--- config.mk ---
export PLATFORM = sky130hd
export DESIGN_NAME = mixcol_seq
export DESIGN_NICKNAME = d
export VERILOG_FILES = /design/src/rtl/mixcol_seq.sv
export SDC_FILE = /design/constraint.sdc
export NUM_CORES = 1
export LEC_CHECK = 0
export CORE_UTILIZATION = 45
export CTS_CLUSTER_SIZE = 25
export DETAILED_ROUTE_END_ITERATION = 7
export GPL_ROUTABILITY_DRIVEN = 0
export PLACE_DENSITY = 0.77
export RECOVER_POWER = 100
export SYNTH_ARGS = -nofsm -noshare
export SYNTH_HDL_FRONTEND = slang
export SYNTH_SLANG_ARGS = --single-unit
--- constraint.sdc ---
create_clock -name clk -period 5 [get_ports clk]
set_input_delay 1 -clock clk [delete_from_list [all_inputs] [get_ports clk]]
set_output_delay 1 -clock clk [all_outputs]
set_load 0.05 [all_outputs]
--- src/rtl/mixcol_seq.sv ---
// -----------------------------------------------------------------------------
// mixcol_seq
//
// Applies AES MixColumns to a full 128-bit state, one 32-bit column per clock,
// through a single shared column datapath (mixcolum). Sits between ShiftRows and
// AddRoundKey. A bypass flag, captured with the state, lets the final round pass
// the state through unmixed.
//
// Ports
//   clk        in   1    rising-edge clock
//   rst        in   1    asynchronous, active-high reset
//   in_valid   in   1    upstream presents a state on in_state
//   in_ready   out  1    block accepts a state this cycle (IDLE only)
//   in_state   in   128  column-major state; column 0 = [127:96], row 0 = [31:24]
//   in_bypass  in   1    1 = final round, state passes through unmixed
//   out_valid  out  1    out_state holds a completed result (DONE only)
//   out_ready  in   1    downstream takes the result this cycle
//   out_state  out  128  result, same layout as in_state
//   busy       out  1    high while mixing or holding a result
// -----------------------------------------------------------------------------

// Single MixColumns column: fixed matrix 2 3 1 1 / 1 2 3 1 / 1 1 2 3 / 3 1 1 2
// over GF(2^8) with reduction polynomial 0x11B. Row 0 is col_i[31:24].
module mixcolum (
    input  logic [31:0] col_i,
    output logic [31:0] col_o
);

    // Multiply by x (i.e. by 2) in GF(2^8), reducing by 0x11B.
    function automatic logic [7:0] xtime(input logic [7:0] b);
        return {b[6:0], 1'b0} ^ (b[7] ? 8'h1b : 8'h00);
    endfunction

    logic [7:0] a0, a1, a2, a3;

    assign a0 = col_i[31:24];
    assign a1 = col_i[23:16];
    assign a2 = col_i[15:8];
    assign a3 = col_i[7:0];

    // 3*a is computed as xtime(a) ^ a.
    assign col_o[31:24] = xtime(a0) ^ xtime(a1) ^ a1 ^ a2 ^ a3;
    assign col_o[23:16] = a0 ^ xtime(a1) ^ xtime(a2) ^ a2 ^ a3;
    assign col_o[15:8]  = a0 ^ a1 ^ xtime(a2) ^ xtime(a3) ^ a3;
    assign col_o[7:0]   = xtime(a0) ^ a0 ^ a1 ^ a2 ^ xtime(a3);

endmodule

module mixcol_seq (
    input  logic         clk,
    input  logic         rst,
    input  logic         in_valid,
    output logic         in_ready,
    input  logic [127:0] in_state,
    input  logic         in_bypass,
    output logic         out_valid,
    input  logic         out_ready,
    output logic [127:0] out_state,
    output logic         busy
);

    typedef enum logic [1:0] {
        ST_IDLE = 2'd0,
        ST_MIX  = 2'd1,
        ST_DONE = 2'd2
    } state_e;

    state_e       state_q, state_d;
    logic [1:0]   col_q, col_d;
    logic [127:0] buf_q, buf_d;
    logic [31:0]  mix_in, mix_out;

    // Column selected by the counter feeds the one shared column datapath.
    always_comb begin
        case (col_q)
            2'd0:    mix_in = buf_q[127:96];
            2'd1:    mix_in = buf_q[95:64];
            2'd2:    mix_in = buf_q[63:32];
            default: mix_in = buf_q[31:0];
        endcase
    end

    mixcolum u_mixcolum (
        .col_i (mix_in),
        .col_o (mix_out)
    );

    // NOTE: every variable gets a default before the case so no path leaves it
    // unassigned; otherwise synthesis infers a latch.
    always_comb begin
        state_d = state_q;
        col_d   = col_q;
        buf_d   = buf_q;

        case (state_q)
            ST_IDLE: begin
                if (in_valid) begin
                    buf_d   = in_state;
                    col_d   = 2'd0;
                    state_d = in_bypass ? ST_DONE : ST_MIX;
                end
            end

            ST_MIX: begin
                case (col_q)
                    2'd0:    buf_d[127:96] = mix_out;
                    2'd1:    buf_d[95:64]  = mix_out;
                    2'd2:    buf_d[63:32]  = mix_out;
                    default: buf_d[31:0]   = mix_out;
                endcase
                col_d = col_q + 2'd1;       // wraps 3 -> 0
                if (col_q == 2'd3) begin
                    state_d = ST_DONE;
                end
            end

            ST_DONE: begin
                // Buffer held untouched so out_state is stable while valid.
                if (out_ready) begin
                    state_d = ST_IDLE;
                end
            end

            default: begin
                state_d = ST_IDLE;
            end
        endcase
    end

    // NOTE: sequential state uses non-blocking assignments so every register
    // samples the pre-edge values, independent of statement order.
    // NOTE: the data buffer is reset too, so out_state reads zero after reset
    // and a partially mixed state never leaks out.
    always_ff @(posedge clk or posedge rst) begin
        if (rst) begin
            state_q <= ST_IDLE;
            col_q   <= 2'd0;
            buf_q   <= '0;
        end else begin
            state_q <= state_d;
            col_q   <= col_d;
            buf_q   <= buf_d;
        end
    end

    // All outputs decode from registers only: no combinational path from
    // in_valid or out_ready.
    assign in_ready  = (state_q == ST_IDLE);
    assign out_valid = (state_q == ST_DONE);
    assign busy      = (state_q != ST_IDLE);
    assign out_state = buf_q;

endmodule

**Run 1: clock wires, drivers and flops**

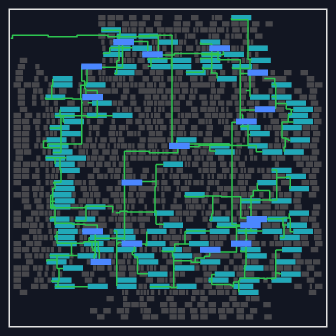
- green: clock wires (length 1790 µm)
- cyan: flip-flops (count 132)
- blue: clock-net drivers (count 17)
- flops lie: widely spread

**Run 1: gate-type map**

Scale bar: 50 µm.
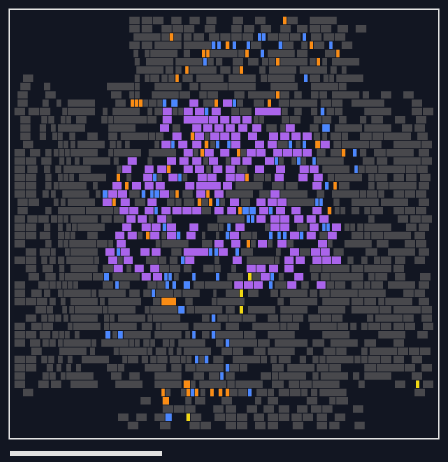
- yellow: inv cells (cells 5)
- blue: nand cells (cells 85)
- orange: nor cells (cells 48)
- purple: xor and xnor cells (cells 177; where centre)

==> impl_metrics.tcl, run 1 <==
# place-and-route summary
set metrics [dict create \
    reg2reg_depth 10 \
    postSynthSeqShare 0.381 \
    ff_type "dfrtp_1" \
    syn_to_final_growth_pct 39.0 \
    cts_tree "done" \
    cts.sinks 132 \
    rsz0062_at_grt "false" \
    yosys.area.top_type_share 0.381 \
    grt_max_degree 86 \
    drv_cap 1 \
    wl_per_cell_um 23.1 \
    postRouteAntennaNets 0 \
    crit_fanout 21 \
    crit_chain "inv_1 -> ha_1 -> clkbuf_1 -> a222oi_1 -> clkbuf_1 -> xor2_1 -> a21oi_1 -> xor2_1 -> xnor2_1 -> o21ai_0" \
    dp_slack_ps 1190 \
    reg2reg_slack_ps 680 \
    post-route-period-util 0.864 \
    drv_slew 75 \
    post_synth_instance_area_um2 8670 \
    crit_start "col_q[0]" \
    violations "DRC, capacitance limit, slew limit" \
    ys_seq_elements 132 \
    wirelength_mm 32.4 \
    worstSetupPathType "register to register" \
    drtPass1Iterations 8 \
    status "finished with violations" \
    pin_count 264 \
    grt_pass1_vias 8513 \
    finalSetupViolations 0 \
    drive_gt1_frac 0.0805 \
    drc_errors 4 \
]
**Run 1: the metal 3 layer**

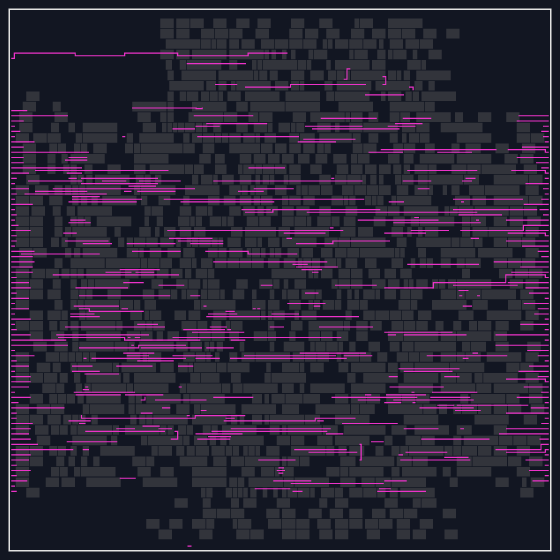
- nets with wire on the layer: 289
- longest straight run: 52.0 µm
- share of all routed wire: 11%
- wire length on this layer: 3430 µm
- main direction: horizontal

## run 1: stage by stage
stage / cells / util / hold WS, ps
2_1_floorplan: 946 / - / 535
3_3_place_gp: 1371 / 0.609 / 500
3_5_place_dp: 1371 / 0.609 / 503
4_1_cts: 1402 / 0.644 / 515
5_1_grt: 1402 / 0.642 / 536
6_report: 1402 / 0.642 / 507
## run 1: kinds of logic after synthesis
logic type | count (synthesis)
buffers and inverters | 91
AOI/OAI and AO/OA | 302
DFF | 132
muxes | 10
xor gates and xnor gates | 177
and+or+nand+nor | 229
adders and majority gates | 5
## run 1: layout make-up
| class | count | area (µm²) |
|---|---|---|
| repair buffers | 277 | 2740 |
| inverters | 5 | 18.8 |
| clock inverters | 14 | 225 |
| clock buffers | 17 | 425 |
| well taps | 234 | 293 |
| multi-input cells | 723 | 5040 |
| flip-flops and latches | 132 | 3300 |
| fillers | 1570 | 6720 |
## run 1: critical path: cells and delay by family (launching register included)
kind | cells | cell delay [ps]
buf+inv | 3 | 930
compound gates | 3 | 1230
fa+ha+maj | 1 | 730
xor+xnor | 3 | 820
flops | 1 | 450
## run 1: how the worst min path moves through the flow
stage / start / end / slack (ps) / cells after the start
final: out_state[63] / out_state[63] / 510 / 2
after global routing: out_state[63] / out_state[63] / 540 / 2
after CTS: out_state[95] / out_state[95] / 520 / 2
after detailed placement: out_state[63] / out_state[63] / 500 / 2
after global placement: out_state[95] / out_state[95] / 500 / 2
after floorplan: col_q[0] / col_q[0] / 540 / 2
## run 1: layout by cell type, fill, tap and decap left out, types with 4 or more instances in the layout
master and count:
o21bai_1 5, inv_6 4, a31oi_1 18, bufinv_16 5, inv_1 5, dfrtp_1 132
nand2_1 73, xnor2_1 111, o21a_1 6, buf_4 10, o221a_2 45, dlygate4sd3_1 134
o31ai_1 5, or3_1 46, clkdlybuf4s50_1 129, clkinv_4 4, and3_1 47, o211ai_1 11
o21ai_0 89, ha_1 4, clkbuf_16 17, a21oi_1 68, xor2_1 62, mux2i_1 9
a222oi_1 32, nand3_1 5, nor2_1 44, a21o_1 4
## run 1: routing by layer
| metal | vias up | share of wire | GRT usage |
|---|---|---|---|
| met4 | 0 | 0.022 | 0.128 |
| li1 | 3873 | - | - |
| met1 | 4222 | 0.39 | 0.429 |
| met2 | 610 | 0.48 | 0.538 |
| met3 | 60 | 0.11 | 0.0713 |
| met5 | - | 0 | 0 |
## run 1: registers in the layout (all words and copies together) (netlist names)
name,flops
out_state,128
col_q,2
state_q,2
## Run 2: what changed since run 1
- CAP_MARGIN: not set -> 20
**Run 2: sizing map**

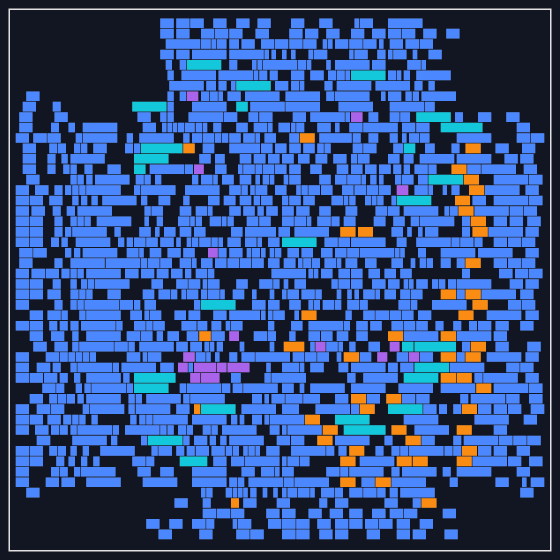
- blue: x1 and smaller (cells 1074; share 92%; most used dlygate4sd3_1)
- purple: x3 and x4 (cells 17; share 1.5%; most used buf_4)
- cyan: x6 and larger (cells 27; share 2.3%; most used clkbuf_16)
- orange: x2 (cells 50; share 4.3%; most used o221a_2)

**Run 2: gate-type map**

Scale bar: 50 µm.
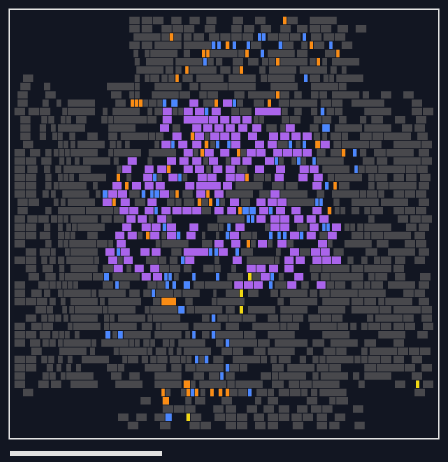
- yellow: inv cells (cells 5)
- blue: nand cells (cells 85)
- purple: xor and xnor cells (cells 177; where centre)
- orange: nor cells (cells 48)

==> impl_metrics.tcl, run 2 <==
# place-and-route summary
set metrics [dict create \
    status "finished with violations" \
    violations "DRC, capacitance limit, slew limit" \
    post_synth_instance_area_um2 8670 \
    core_area_um2 18800 \
    ff_type "dfrtp_1" \
    pin_count 264 \
    drv_cap 1 \
    tool_warnings 30 \
    final_cell_mix "dlygate4sd3_1 (134), dfrtp_1 (132), clkdlybuf4s50_1 (129)" \
    ys_seq_elements 132 \
    dp.cells 1371 \
    grt_max_degree 86 \
    worstSetupPathType "register to register" \
    layout_top_cell "dlygate4sd3_1" \
    wl_per_cell_um 23.1 \
    drc_errors 4 \
    final_util 0.642 \
    drv_slew 75 \
    fin_cells 1402 \
    postSynthSeqShare 0.381 \
    yosys.area.top_type_share 0.381 \
    crit_fanout 21 \
    largest_reg_flops 128 \
    grt_pass1_vias 8513 \
    drive_gt1_frac 0.0805 \
    wl_met3_mm 3.43 \
    syn_to_final_growth_pct 39.0 \
    max_stage_delay_ps 840 \
    cts_tree "done" \
    dp_slack_ps 1190 \
    cts.sinks 132 \
    highest_layer "met4" \
    met2_length_mm 15.5 \
    drt-met1-wl_mm 12.7 \
    finalSetupViolations 0 \
    crit_chain "inv_1 -> ha_1 -> clkbuf_1 -> a222oi_1 -> clkbuf_1 -> xor2_1 -> a21oi_1 -> xor2_1 -> xnor2_1 -> o21ai_0" \
]
-- run 2: routing by layer --
layer  vias up  global-route usage
li1       3873                   -
met1      4222               0.429
met2       610               0.538
met3        60              0.0713
met4         0               0.128
met5         -                   0
-- run 2: final cells by class --
type                    count  area [µm²]
fillers                  1570        6720
multi-input cells         723        5040
flip-flops and latches    132        3300
repair buffers            277        2740
clock buffers              17         425
well taps                 234         293
clock inverters            14         225
inverters                   5        18.8
-- run 2: worst paths after layout --
| path | startpoint | end | slack [ps] | cells past startpoint |
|---|---|---|---|---|
| max in group asynchronous | rst | out_state[112] | 1180 | 2 |
| min in group asynchronous | rst | out_state[110] | 2100 | 2 |
| min | out_state[63] | out_state[63] | 510 | 2 |
| min reg2reg | out_state[63] | out_state[63] | 510 | 2 |
| max | col_q[0] | out_state[89] | 680 | 10 |
| max reg2reg | col_q[0] | out_state[89] | 680 | 10 |
-- run 2: worst max-delay path, delay by kind of cell (launching register included) --
family	cells	cell delay, ps
AND-OR/OR-AND	3	1230
buffers and inverters	3	930
XOR/XNOR	3	820
adder cells (fa/ha/maj)	1	730
flip-flops	1	450
-- run 2: cells by family after synthesis --
logic type,after synthesis,share of synthesized area
muxes,10,0.0117
buffers and inverters,91,0.0408
AOI/OAI and AO/OA,302,0.243
adders and majority gates,5,0.00722
DFF,132,0.381
xor gates and xnor gates,177,0.185
and+or+nand+nor,229,0.131
**Run 2: the metal 3 layer**

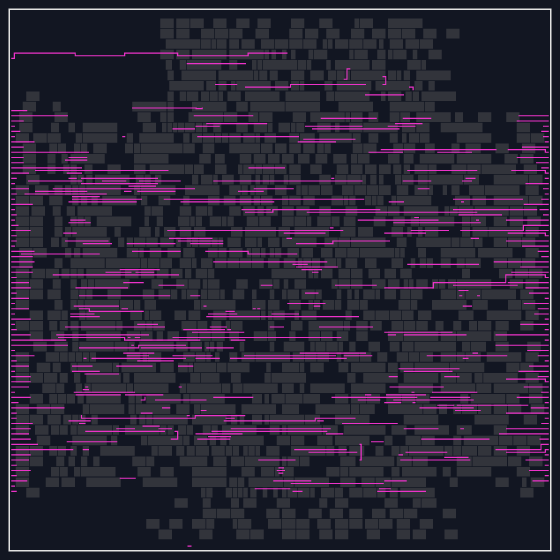

## Run 3: what changed since run 2
- SYNTH_HIERARCHICAL: not set -> 1
**Run 3: the metal 3 layer**

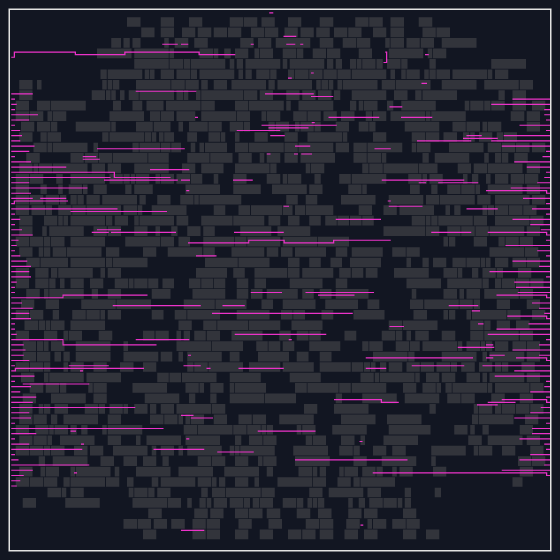
- wire length on this layer: 1900 µm
- nets with wire on the layer: 205
- share of all routed wire: 7.0%
- main direction: horizontal

==> impl_metrics.tcl, run 3 <==
# place-and-route summary
set metrics [dict create \
    wirelength_mm 27.1 \
    status "finished with violations" \
    core_area_um2 18800 \
    tool_warnings 30 \
    r2r-end "out_state[107]" \
    whs_path_depth 1 \
    violations "capacitance limit, slew limit" \
    drv_slew 93 \
    hold_end "state_q[0]" \
    reg2reg_depth 9 \
    drc_errors 0 \
    hold_path.startpoint "state_q[1]" \
    rsz0062_at_grt "false" \
    reg2reg_slack_ps 1270 \
    cp_num_buf_inv 1 \
    ff_type "dfrtp_1" \
    drive_gt1_frac 0.0513 \
    post_synth_instance_area_um2 8630 \
    layout_top_cell "mux2i_1" \
    postRouteAntennaNets 0 \
    drv_cap 1 \
    ys_seq_elements 132 \
]
**Run 3: sizing map**

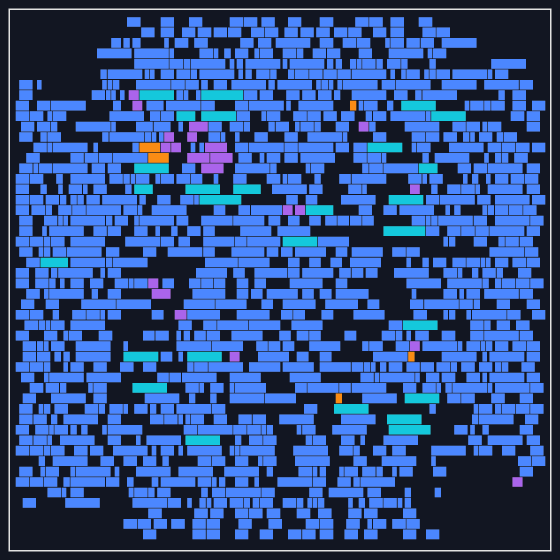
post-route cell area: 11900 µm²
count of plain and timing-repair buffers: 280
Final WS setup: 1270 ps

## run 3: per-layer routing
layer / vias to the layer above / GRT usage / part of all wire
met5: - / 0 / 0
met4: 0 / 0.103 / 0.026
met3: 52 / 0.0612 / 0.070
met2: 315 / 0.460 / 0.48
met1: 3546 / 0.362 / 0.43
li1: 3187 / - / -
## run 3: kinds of logic (layout without fill, tap and decap cells)
| kind of cell | after synthesis | in the layout | synth area share |
|---|---|---|---|
| muxes | 160 | 160 | 0.186 |
| and+or+nand+nor | 47 | 47 | 0.0410 |
| xor gates and xnor gates | 75 | 75 | 0.148 |
| DFF | 132 | 132 | 0.383 |
| AOI/OAI and AO/OA | 171 | 171 | 0.124 |
| buffers and inverters | 192 | 444 | 0.111 |
| adders and majority gates | 5 | 5 | 0.00725 |
## run 3: per-stage QoR
| step | instances | worst slack [ps] | utilization | hold slack [ps] |
|---|---|---|---|---|
| after global routing | 1268 | 874 | 0.633 | 537 |
| final | 1268 | 1270 | 0.633 | 514 |
| after CTS | 1267 | 1350 | 0.633 | 518 |
| after floorplan | 782 | 474 | - | 522 |
| after global placement | 1236 | 1500 | 0.600 | 516 |
| after detailed placement | 1236 | 1440 | 0.600 | 511 |
## run 3: worst max path at each step
stage / slack [ps] / to / start / depth (start not counted)
detailed placement: 1440 / out_state[107] / col_q[1] / 9
floorplan: 470 / col_q[0] / rst / 1
CTS: 1350 / out_state[19] / col_q[1] / 9
finish: 1270 / out_state[107] / col_q[1] / 9
global route: 870 / out_state[92] / rst / 3
global placement: 1500 / out_state[100] / col_q[1] / 9
## run 3: final cells by class
class,instances,area [µm²]
clock inverters,9,151
multi-input cells,458,4360
fillers,1549,6890
inverters,133,503
flip-flops and latches,132,3300
clock buffers,22,474
repair buffers,280,2790
well taps,234,293

==> layout pictures side by side <==
Routing congestion map.
image #1
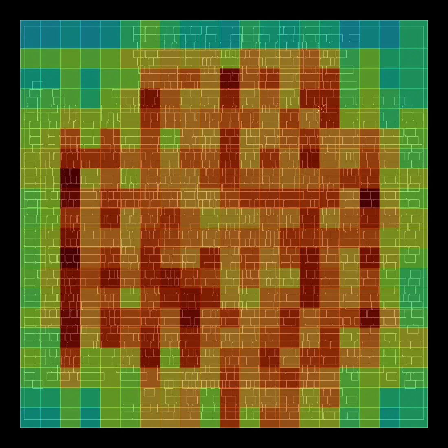
image #2
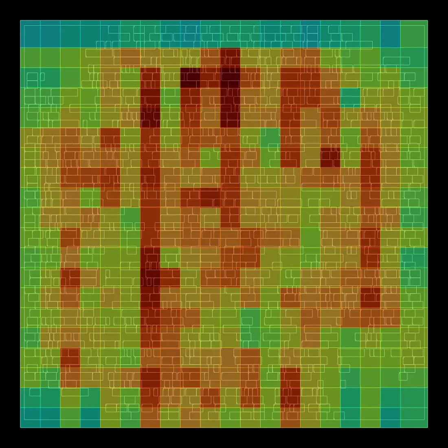
Of these, highest track usage: image #1
run 3: image #2
run 1: image #1

